<file path="src/rtl/control_sequencer_if.sv">
// Control sequencer bus: step enable, instruction/flag inputs from the
// datapath, and the control word plus status returned by the sequencer.
interface control_sequencer_if;
  logic        ena;
  logic [3:0]  opcode;
  logic        flag_c;
  logic        flag_z;
  logic [14:0] control_signals;
  logic [2:0]  t_state;
  logic        halted;

  // Driver side: the instruction/ALU side that steps the sequencer.
  modport master (
    output ena, opcode, flag_c, flag_z,
    input  control_signals, t_state, halted
  );

  // Sequencer side.
  modport slave (
    input  ena, opcode, flag_c, flag_z,
    output control_signals, t_state, halted
  );
endinterface

</file>
<file path="src/rtl/control_sequencer.sv">
// Micro-step sequencer for an 8-bit accumulator CPU: three fetch steps
// followed by up to three execute steps, emitting a 15-bit control word.
// Optional conditional jumps (JC/JZ) are built when CTRL_SEQ_JCOND_EN is
// defined; otherwise opcodes 0x7/0x8 behave as NOPs and the flags are unused.
//
// state | meaning
// ------+---------------------------------------------------------------
// T0    | fetch: PC onto bus, load MAR
// T1    | fetch: increment PC
// T2    | fetch: RAM onto bus, load IR
// T3    | execute 1: decode live opcode, latch it
// T4    | execute 2: decode latched opcode (LDA/ADD/SUB/STA)
// T5    | execute 3: ALU result into A (ADD/SUB)
// HALT  | clock stopped; left only through rst
module control_sequencer (
  input  logic                 clk,
  input  logic                 rst,
  control_sequencer_if.slave   bus
);

  typedef enum logic [2:0] {
    ST_T0   = 3'd0,
    ST_T1   = 3'd1,
    ST_T2   = 3'd2,
    ST_T3   = 3'd3,
    ST_T4   = 3'd4,
    ST_T5   = 3'd5,
    ST_HALT = 3'd7
  } state_t;

  localparam logic [3:0] OP_LDA = 4'h0;
  localparam logic [3:0] OP_ADD = 4'h1;
  localparam logic [3:0] OP_SUB = 4'h2;
  localparam logic [3:0] OP_STA = 4'h3;
  localparam logic [3:0] OP_LDI = 4'h4;
  localparam logic [3:0] OP_JMP = 4'h5;
  localparam logic [3:0] OP_OUT = 4'hE;
  localparam logic [3:0] OP_HLT = 4'hF;
`ifdef CTRL_SEQ_JCOND_EN
  localparam logic [3:0] OP_JC  = 4'h7;
  localparam logic [3:0] OP_JZ  = 4'h8;
`endif

  // Single-bit masks; active-high signals are OR'd in, active-low ones
  // (n-prefixed) are cleared from the idle word.
  localparam logic [14:0] B_CP  = 15'h4000;
  localparam logic [14:0] B_EP  = 15'h2000;
  localparam logic [14:0] B_LP  = 15'h1000;
  localparam logic [14:0] B_NLM = 15'h0800;
  localparam logic [14:0] B_NCE = 15'h0400;
  localparam logic [14:0] B_NLI = 15'h0200;
  localparam logic [14:0] B_NEI = 15'h0100;
  localparam logic [14:0] B_NLA = 15'h0080;
  localparam logic [14:0] B_NLB = 15'h0040;
  localparam logic [14:0] B_NLO = 15'h0020;
  localparam logic [14:0] B_EA  = 15'h0010;
  localparam logic [14:0] B_SU  = 15'h0008;
  localparam logic [14:0] B_EU  = 15'h0004;
  localparam logic [14:0] B_NLR = 15'h0002;
  localparam logic [14:0] B_NHLT = 15'h0001;

  localparam logic [14:0] W_IDLE    = 15'h0FE3;
  localparam logic [14:0] W_T0      = (W_IDLE | B_EP) & ~B_NLM;
  localparam logic [14:0] W_T1      = W_IDLE | B_CP;
  localparam logic [14:0] W_T2      = W_IDLE & ~(B_NCE | B_NLI);
  localparam logic [14:0] W_T3_MEM  = W_IDLE & ~(B_NEI | B_NLM);
  localparam logic [14:0] W_LDA_T4  = W_IDLE & ~(B_NCE | B_NLA);
  localparam logic [14:0] W_ALU_T4  = W_IDLE & ~(B_NCE | B_NLB);
  localparam logic [14:0] W_ADD_T5  = (W_IDLE | B_EU) & ~B_NLA;
  localparam logic [14:0] W_SUB_T5  = (W_IDLE | B_EU | B_SU) & ~B_NLA;
  localparam logic [14:0] W_STA_T4  = (W_IDLE | B_EA) & ~B_NLR;
  localparam logic [14:0] W_LDI_T3  = W_IDLE & ~(B_NEI | B_NLA);
  localparam logic [14:0] W_JMP_T3  = (W_IDLE | B_LP) & ~B_NEI;
  localparam logic [14:0] W_OUT_T3  = (W_IDLE | B_EA) & ~B_NLO;
  localparam logic [14:0] W_HLT     = W_IDLE & ~B_NHLT;

  state_t      state_q;
  state_t      state_d;
  logic [3:0]  opcode_q;
  logic [3:0]  opcode_d;
  logic [14:0] ctrl_word;

  // State and latched opcode; rst wins over ena and every state.
  always_ff @(posedge clk) begin
    if (rst) begin
      state_q  <= ST_T0;
      opcode_q <= 4'h0;
    end else begin
      state_q  <= state_d;
      opcode_q <= opcode_d;
    end
  end

  // Next-state and control-word decode; ena low freezes everything and
  // forces the inactive word (HALT keeps its halt word).
  always_comb begin
    state_d   = state_q;
    opcode_d  = opcode_q;
    ctrl_word = W_IDLE;

    case (state_q)
      ST_T0: begin
        ctrl_word = W_T0;
        state_d   = ST_T1;
      end
      ST_T1: begin
        ctrl_word = W_T1;
        state_d   = ST_T2;
      end
      ST_T2: begin
        ctrl_word = W_T2;
        state_d   = ST_T3;
      end
      ST_T3: begin
        opcode_d = bus.opcode;
        state_d  = ST_T0;
        case (bus.opcode)
          OP_LDA, OP_ADD, OP_SUB, OP_STA: begin
            ctrl_word = W_T3_MEM;
            state_d   = ST_T4;
          end
          OP_LDI: ctrl_word = W_LDI_T3;
          OP_JMP: ctrl_word = W_JMP_T3;
          OP_OUT: ctrl_word = W_OUT_T3;
          OP_HLT: begin
            ctrl_word = W_HLT;
            state_d   = ST_HALT;
          end
`ifdef CTRL_SEQ_JCOND_EN
          OP_JC:  ctrl_word = bus.flag_c ? W_JMP_T3 : W_IDLE;
          OP_JZ:  ctrl_word = bus.flag_z ? W_JMP_T3 : W_IDLE;
`endif
          default: ctrl_word = W_IDLE;
        endcase
      end
      ST_T4: begin
        state_d = ST_T0;
        case (opcode_q)
          OP_LDA: ctrl_word = W_LDA_T4;
          OP_ADD, OP_SUB: begin
            ctrl_word = W_ALU_T4;
            state_d   = ST_T5;
          end
          OP_STA: ctrl_word = W_STA_T4;
          default: ctrl_word = W_IDLE;
        endcase
      end
      ST_T5: begin
        state_d = ST_T0;
        case (opcode_q)
          OP_ADD:  ctrl_word = W_ADD_T5;
          OP_SUB:  ctrl_word = W_SUB_T5;
          default: ctrl_word = W_IDLE;
        endcase
      end
      ST_HALT: begin
        ctrl_word = W_HLT;
        state_d   = ST_HALT;
      end
      default: begin
        ctrl_word = W_IDLE;
        state_d   = ST_T0;
      end
    endcase

    if (!bus.ena) begin
      state_d   = state_q;
      opcode_d  = opcode_q;
      ctrl_word = (state_q == ST_HALT) ? W_HLT : W_IDLE;
    end
  end

`ifndef CTRL_SEQ_JCOND_EN
  logic unused_flags;
  assign unused_flags = bus.flag_c ^ bus.flag_z;
`endif

  assign bus.control_signals = ctrl_word;
  assign bus.t_state         = state_q;
  assign bus.halted          = (state_q == ST_HALT);

endmodule

</file>
<file path="src/flat_wrapper.sv">
// flat-port wrapper written by rule: the top's interface ports become plain ports
module control_sequencer_flat 
  (clk, rst, bus_ena, bus_opcode, bus_flag_c, bus_flag_z, bus_control_signals, bus_t_state, bus_halted);
  control_sequencer_if bus_i ();
  input  logic clk;
  input  logic rst;
  input wire logic [$bits(bus_i.ena)-1:0] bus_ena;
  input wire logic [$bits(bus_i.opcode)-1:0] bus_opcode;
  input wire logic [$bits(bus_i.flag_c)-1:0] bus_flag_c;
  input wire logic [$bits(bus_i.flag_z)-1:0] bus_flag_z;
  output wire logic [$bits(bus_i.control_signals)-1:0] bus_control_signals;
  output wire logic [$bits(bus_i.t_state)-1:0] bus_t_state;
  output wire logic [$bits(bus_i.halted)-1:0] bus_halted;
  assign bus_i.ena = bus_ena;
  assign bus_i.opcode = bus_opcode;
  assign bus_i.flag_c = bus_flag_c;
  assign bus_i.flag_z = bus_flag_z;
  assign bus_control_signals = bus_i.control_signals;
  assign bus_t_state = bus_i.t_state;
  assign bus_halted = bus_i.halted;
  control_sequencer u_core (.clk(clk), .rst(rst), .bus(bus_i));
endmodule
</file>
<file path="config.mk">
export PLATFORM = sky130hd
export DESIGN_NAME = control_sequencer_flat
export DESIGN_NICKNAME = d
export VERILOG_FILES = /design/src/rtl/control_sequencer_if.sv /design/src/rtl/control_sequencer.sv /design/src/flat_wrapper.sv
export SDC_FILE = /design/constraint.sdc
export NUM_CORES = 1
export LEC_CHECK = 0
export CAP_MARGIN = 30
export CORE_UTILIZATION = 25
export DETAILED_ROUTE_END_ITERATION = 8
export GPL_ROUTABILITY_DRIVEN = 0
export HOLD_SLACK_MARGIN = 0.05
export MAX_ROUTING_LAYER = met4
export SLEW_MARGIN = 20
export SYNTH_ARGS = -nofsm -noshare
export SYNTH_HDL_FRONTEND = slang
export SYNTH_SLANG_ARGS = --single-unit
</file>
<file path="constraint.sdc">
create_clock -name clk -period 2.1 [get_ports clk]
set_input_delay 0.42 -clock clk [delete_from_list [all_inputs] [get_ports clk]]
set_output_delay 0.42 -clock clk [all_outputs]
set_load 0.01 [all_outputs]
</file>
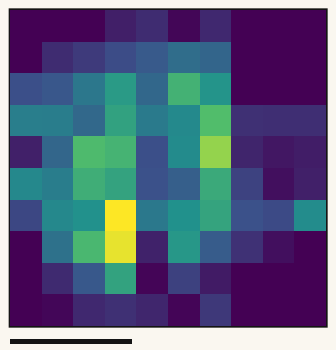
Run 1: routed metal per tile
Scale bar: 20 um. The die is cut into 10 by 10 equal tiles; dark purple is low, yellow is high, scaled to the fullest tile. Values are wire area over tile area, all layers added.
emptiest ninth of the die	north-east
fullest tile	0.39
nearly empty tiles	27%
densest ninth of the die	centre
mean over tiles	0.099
tiles over half the peak	19%
vias post-DR: 682
Total Routing Usage GR: 0.143
DR WL/cell: 11.6 um
drt total wl: 1.68 mm

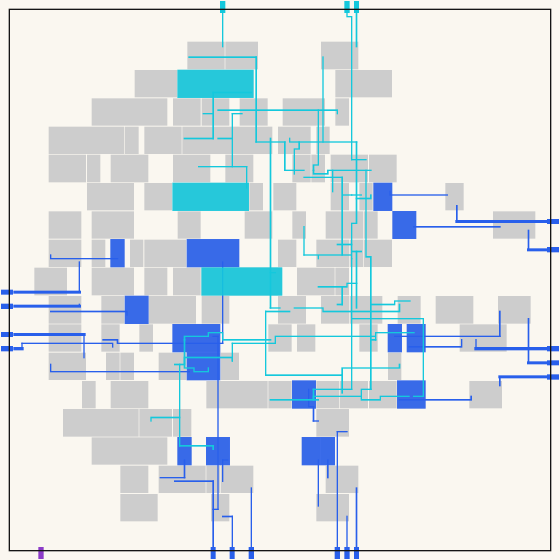
Run 1: wires at chosen ports, followed through buffers
colour	port	direction	edge	end cells	buffers
purple	`bus_flag_z`	input	south	0	0
blue	`bus_control_signals`	output	6 south, 5 east, 4 west	15	15
cyan	`bus_t_state`	output	north	3	7
I/O pin count: 28
number of buffers added on ports: 25

==> deck_impl_summary.md, run 1 <==
Key Metrics from the Run

Final layout
  – Non-CTS buffers: 39
  – Number of antenna diodes: 0
  – Layout cells sized above 1: 0.274
  – Area Overhead vs Synth: 61.5%
  – Fill cell count: 242
  – Gate Area: ~450 um2
  – Final nets: 127
  – Logic share of the area: 0.449
  – Non-Clock Buffer Area Fraction: 0.346
  – Dominant logic cell type in the layout: nor2_1
  – Multi-input gates: between 60 and 70
  – Largest cell class by area: combinational gates
  – # clk buffers: 4

Yosys
  – Average size of a mapped cell: about 7.9 um2
  – Distinct cells, synth: 36
  – Yosys stat area: about 620 um2
  – EDFF count, synth: 0
  – Synthesized cell area: 624 um2
  – Ys flop type: dfxtp_1
  – Ys Warns: 0
  – Post-synth ARST share: 0
  – Yosys cell count: 79

Power and ir drop
  – Power per cell area: 395 nW/um2
  – Max VDD drop: approximately 0.00029 V
  – Leak: ~0.48 nW

Clocking
  – Hold_buf cts: 0
  – Latency at later pin: 0.26 ns
  – Clock Path Buffers: 2
  – CTS H-Tree Depth: 1
  – Reg clk slew, reported paths: around 0.05 ns

Outcome
  – Status: completed

Critical path
  – Crit. End Element: output pin
  – CP Cell Sequence: dlygate4sd2_1 -> buf_6 -> nand3_1 -> or3_1 -> dlygate4sd2_1
  – CP max FO: 11
  – CP Launch Type: primary input
  – CP arrival: 1.58 ns
  – Crit Path Category: in -> out
  – Critical Path Slowest Stage Cell: or3_1
  – Buffers and inverters on the worst path: 3
  – Data required time of the worst path: 1.68 ns
  – Most Frequent Cell on Critical Path: dlygate4sd2_1

Route
  – Detailed Route Iter0 Violations: 13
  – Max Used Layer: met4
  – Residual DRC: 0
  – Antenna-violating nets left: 0
  – Met3 WL: 87 um
  – Met2 wire len: a little under 800 um
  – First-pass detailed-route iteration total: 4
  – M1 WL: 776 um

Run
  – Maxcap violations: 0
  – Number of warnings in the stage logs: 28

Placed design
  – Hpwl dp: around 1.3 mm
  – DP Worst Slack: -0.546 ns
  – Placed Area: 978 um2

Final timing
  – Minimum clock period: 2.00 ns
  – Fin. Hold Viols: 0
  – Slew Viols, Final: 0
  – Skew final: ~0.005 ns
  – Final period util: 0.950
  – Setup ws final: 0.104 ns
  – Rel. slew slack: 0.795
  – Worst slew pin tran: 0.307 ns
  – Unrepaired setup endpoints after global routing: false
  – Fin Setup TNS: 0 ns

Die
  – Die height: approximately 52 um
  – Floorplan core area: 2280 um2
  – Chip Width: just over 50 um
  – Core Util at FP: 0.274
  – Tap Cells: 28

Global routing
  – GR Util met1: 0.173
  – Vias in the first global route: approximately 660
  – Routing usage on met3: 0.0175
  – Antenna violations before repair: 0
  – Largest net degree at the start of global routing: 17
  – First-pass GRT wire length: 2.78 mm
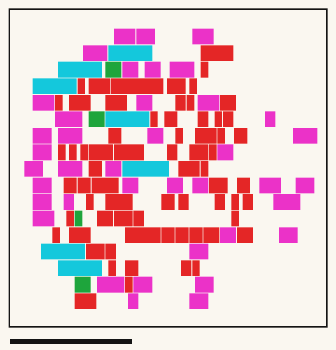
Run 1: cell classes on the final placement
Scale bar: 20 um.
colour	class	cells
cyan	registers	7
red	remaining logic cells	67
green	clock drivers and dummy loads	4
magenta	remaining buffers and delay cells	39
Final Core Density: 0.443
flop share of the area: 0.140

-- run 1: where the power goes --
group / switching, W / internal, W
logic: 0.0000604 / 0.0000656
clock network: 0.0000573 / 0.0000730
registers: 0.00000443 / 0.000138
-- run 1: synth_stat cells, types with 2 or more instances --
master | count | share of area
a21oi_1 | 3 | 0.024
and2b_1 | 2 | 0.024
and3_1 | 2 | 0.020
buf_2 | 2 | 0.016
buf_4 | 2 | 0.024
dfxtp_1 | 7 | 0.22
mux2i_1 | 4 | 0.064
nand2_1 | 7 | 0.042
nand2b_1 | 2 | 0.020
nand3_1 | 2 | 0.016
nand4_1 | 2 | 0.020
nor2_1 | 14 | 0.084
nor3_1 | 2 | 0.016
nor4_1 | 3 | 0.030
o21ai_0 | 3 | 0.024
or2_2 | 2 | 0.020
-- run 1: path summary, 6_finish.rpt --
kind | cells past startpoint | slack [ns] | endpoint | start
max reg2reg | 5 | 0.59 | u_core.bus.t_state[2] | u_core.bus.t_state[2]
max | 5 | 0.10 | bus_control_signals[1] | bus_ena
min | 2 | 0.52 | u_core.opcode_q[2] | u_core.opcode_q[2]
min reg2reg | 2 | 0.52 | u_core.opcode_q[2] | u_core.opcode_q[2]
-- run 1: what timing repair did --
item / CTS / global route
setup endpoints to repair: 15 / 5
endpoints found under the hold margin: 0 / 0
setup buffers: 0 / 0
resized: 36 / 5
pin swaps: 1 / 0
-- run 1: sequential cells by signal, summed over array words and instances, names as in the netlist --
register            cells
u_core.bus.t_state      3
u_core.opcode_q         4
-- run 1: cell families (layout without fill, tap and decap cells) --
logic type / after synthesis / in the layout / synth area share
simple gates: 48 / 48 / 0.455
flops: 7 / 7 / 0.224
mux: 4 / 4 / 0.0641
xor+xnor: 3 / 3 / 0.0541
buf+inv: 6 / 44 / 0.0641
compound gates: 11 / 11 / 0.138
Run 1, congestion heat map:
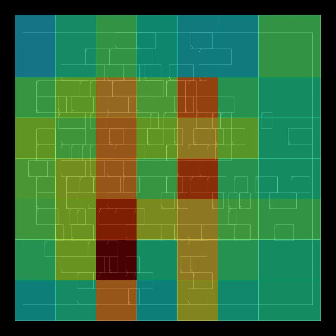

==> run 1 -> run 2 <==
--- a/config.mk
+++ b/config.mk
@@ -6,11 +6,13 @@
 export NUM_CORES = 1
 export LEC_CHECK = 0
 export CAP_MARGIN = 30
+export CORE_ASPECT_RATIO = 1.1
 export CORE_UTILIZATION = 25
 export DETAILED_ROUTE_END_ITERATION = 8
 export GPL_ROUTABILITY_DRIVEN = 0
 export HOLD_SLACK_MARGIN = 0.05
 export MAX_ROUTING_LAYER = met4
+export PLACE_DENSITY_LB_ADDON = 0.05
 export SLEW_MARGIN = 20
 export SYNTH_ARGS = -nofsm -noshare
 export SYNTH_HDL_FRONTEND = slang
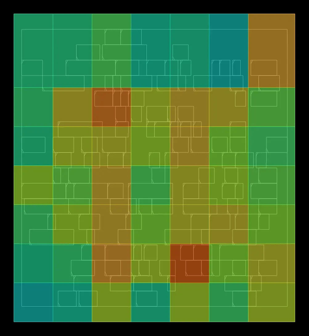
Run 2: congestion heat map
GR Util met1: 0.198
DR WL/cell: 12.5 um
GR Layer Usage met2: 0.293
Total Routing Usage GR: 0.165

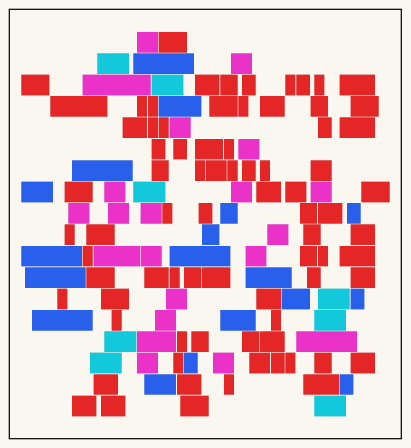
Run 2: cell sizes after repair
colour	size	cells	share
red	x1 and smaller	78	62%
magenta	x3 and x4	21	17%
blue	x2	18	14%
cyan	x6 and larger	8	6.4%
post-route cell area: 1110 um2
setup ws final: 0.0531 ns
Area Overhead vs Synth: 78.2%

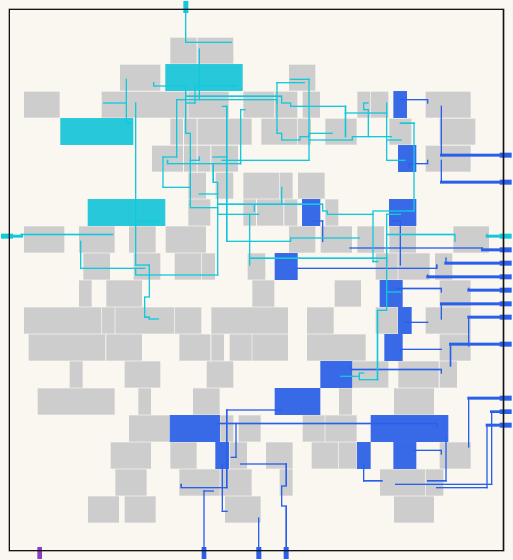
Run 2: wires at chosen ports, followed through buffers
colour	port	direction	edge	end cells	buffers
cyan	`bus_t_state`	output	1 north, 1 west, 1 east	3	8
blue	`bus_control_signals`	output	12 east, 3 south	15	15
purple	`bus_flag_z`	input	south	0	0

==> run 2 against run 1 <==
Utilization is 4.1 points higher; maximum frequency down 2.5%; die size about the same; largest power group is now combinational logic.
==> deck_impl_summary.md, run 2 <==
Key Metrics from the Run

Outcome
  – Status: completed

Clocking
  – CTS H-Tree Depth: 1
  – Hold_buf cts: 0
  – CTS resizes: 40
  – Reg clk slew, reported paths: 0.05 ns
  – Clock Path Buffers: 2
  – Postcts setup bufs: 7
  – CTS buffer count: 3
  – Latency at later pin: 0.25 ns
  – CTS Root Cell: clkbuf_4

Yosys
  – Commonest cells in the netlist: 14 x nor2_1, 7 x dfxtp_1, 7 x nand2_1
  – Largest cells by area: dfxtp_1 22%, nor2_1 8.4%, mux2i_1 6.4%
  – Ys flop type: dfxtp_1
  – EDFF count, synth: 0
  – Synth top area share: 0.224
  – Yosys top cell by instances: nor2_1
  – Distinct cells, synth: 36
  – Yosys cell count: about 80
  – Ys Warns: 0
  – Synthesized cell area: 624 um2
  – Floorplan Nets: 88
  – #FFs+latches synth: 7
  – Yosys stat area: 624 um2
  – Average size of a mapped cell: a little under 8 um2
  – Post-synth ARST share: 0
  – Library cell with the largest summed area after synthesis: dfxtp_1
  – Synth Instances: 79

Route
  – Drt total wl: 1.94 mm
  – First-pass detailed-route iteration total: 4
  – Vias post-DR: 726
  – Residual DRC: 0
  – Detailed Route Iter0 Violations: 7
  – Antenna-violating nets left: 0

Power and ir drop
  – Max VDD drop: 0.000269 V
  – Top power group: combinational logic
  – Power Total: 0.000414 W
  – Clock power frac: 0.300
  – Power Internal: 0.000290 W
  – Logic pwr share: 0.354
  – Sw Pwr: ~0.00012 W
  – Comb pwr: approximately 0.00015 W
  – P_seq: roughly 0.00014 W
  – P_clk: 0.000124 W
  – Power per cell area: ~370 nW/um2
  – Net Sw Frac: 0.300
  – Leak: 0.525 nW
  – Flop pwr share: 0.346

Critical path
  – CP Launch Type: flip-flop
  – Endpoint of the worst-slack reg-to-reg timing path: u_core.bus.t_state[2]
  – Crit path from: u_core.opcode_q[3]
  – Crit path to: bus_control_signals[4]
  – Worst reg2reg startpoint: u_core.bus.t_state[2]
  – CP arrival: ~1.6 ns
  – CP max FO: 3
  – Setup slack, reg-to-reg: slightly above 0.6 ns
  – Worst reg-to-reg path cell count: 5
  – Crit Path Category: reg -> out
  – Crit. End Element: output pin
  – Data required time of the worst path: around 1.7 ns

Final timing
  – Worst slew pin tran: 0.312 ns
  – Skew final: 0.000797 ns
  – Final setup fails: 0
  – Rel. slew slack: 0.792
  – Minimum clock period: 2.05 ns
  – Unrepaired setup endpoints after global routing: false
  – Final period util: 0.975
  – Slew Viols, Final: 0
  – Fin. Hold Viols: 0

Global routing
  – Antenna violations before repair: 0
  – Routing usage on met3: 0.0167
  – First-pass GRT wire length: 3.24 mm
  – Vias in the first global route: 705
  – Largest net degree at the start of global routing: 17
  – Global route hottest layer: met2

Worst hold path
  – Hold path endpoint: u_core.opcode_q[2]
  – WHS Path Cells: 2
  – Hold_sp: u_core.opcode_q[2]

Placed design
  – Number of buffers added on ports: 25
  – DP Worst Slack: -0.565 ns
  – Hpwl dp: 1.37 mm

Final layout
  – Commonest cells after routing, fill and taps aside: 14 x nor2_1, 14 x buf_4, 9 x dlygate4sd2_1
  – Final nets: roughly 140
  – Fill cell count: 242
  – Max reg flops: 4
  – Most flops, register: u_core.opcode_q
  – Number of antenna diodes: 0
  – Layout cells sized above 1: 0.376

Die
  – Core Util at FP: 0.272
  – Chip Width: a little under 50 um
  – Floorplan core area: ~2300 um2
  – Die height: 54.4 um
  – I/O pin count: 28

Run
  – Maxcap violations: 0
  – Number of warnings in the stage logs: 28
-- run 2: netlist changes by cell type in the layout (fill, tap and decap cells not counted), moves of 2 or more --
| cell | previous run | this run |
|---|---|---|
| dfxtp_1 | 6 | 1 |
| buf_4 | 10 | 14 |
| buf_6 | 5 | 8 |
| dlygate4sd2_1 | 12 | 9 |
| dfxtp_2 | 1 | 6 |
| clkdlybuf4s15_2 | 0 | 2 |
-- run 2: critical path, cell delays in order, from the launching register on --
cell	delay (ns)
dfxtp_2	0.33
nor3_4	0.22
nand3_2	0.12
buf_6	0.13
buf_6	0.10
buf_6	0.10
o31ai_4	0.21
buf_2	0.16
-- run 2: per-layer routing --
metal | share of wire | vias to the layer above | wire, um
met5 | 0 | - | 0
met4 | 0.014 | 0 | 28
met3 | 0.036 | 4 | 70
met2 | 0.45 | 20 | 879
met1 | 0.50 | 324 | 960
li1 | - | 378 | -
-- run 2: through the flow --
step	instances	TNS (ns)	area, um2	hold WS (ns)	utilization
6_report	155	0	1110	0.534	0.484
5_1_grt	155	0	1110	0.556	0.484
4_1_cts	155	0	1060	0.533	0.463
3_5_place_dp	144	-5.37	988	0.522	0.430
3_3_place_gp	144	-4.94	988	0.503	0.430
2_1_floorplan	79	0	624	0.485	-
-- run 2: layout make-up --
type                    instances  area [um2]  area share
inverters                       1        3.75     0.00337
well taps                      30        37.5      0.0337
multi-input cells              66         470       0.423
clock buffers                   4        26.3      0.0236
repair buffers                 47         427       0.384
flip-flops and latches          7         148       0.133
-- run 2: kinds of logic (layout without fill, tap and decap cells) --
group / Yosys count / after routing / share of synthesized area
simple gates: 48 / 48 / 0.455
compound gates: 11 / 11 / 0.138
flops: 7 / 7 / 0.224
buf+inv: 6 / 52 / 0.0641
mux: 4 / 4 / 0.0641
xor+xnor: 3 / 3 / 0.0541
Power is estimated from default activity; no workload was simulated.
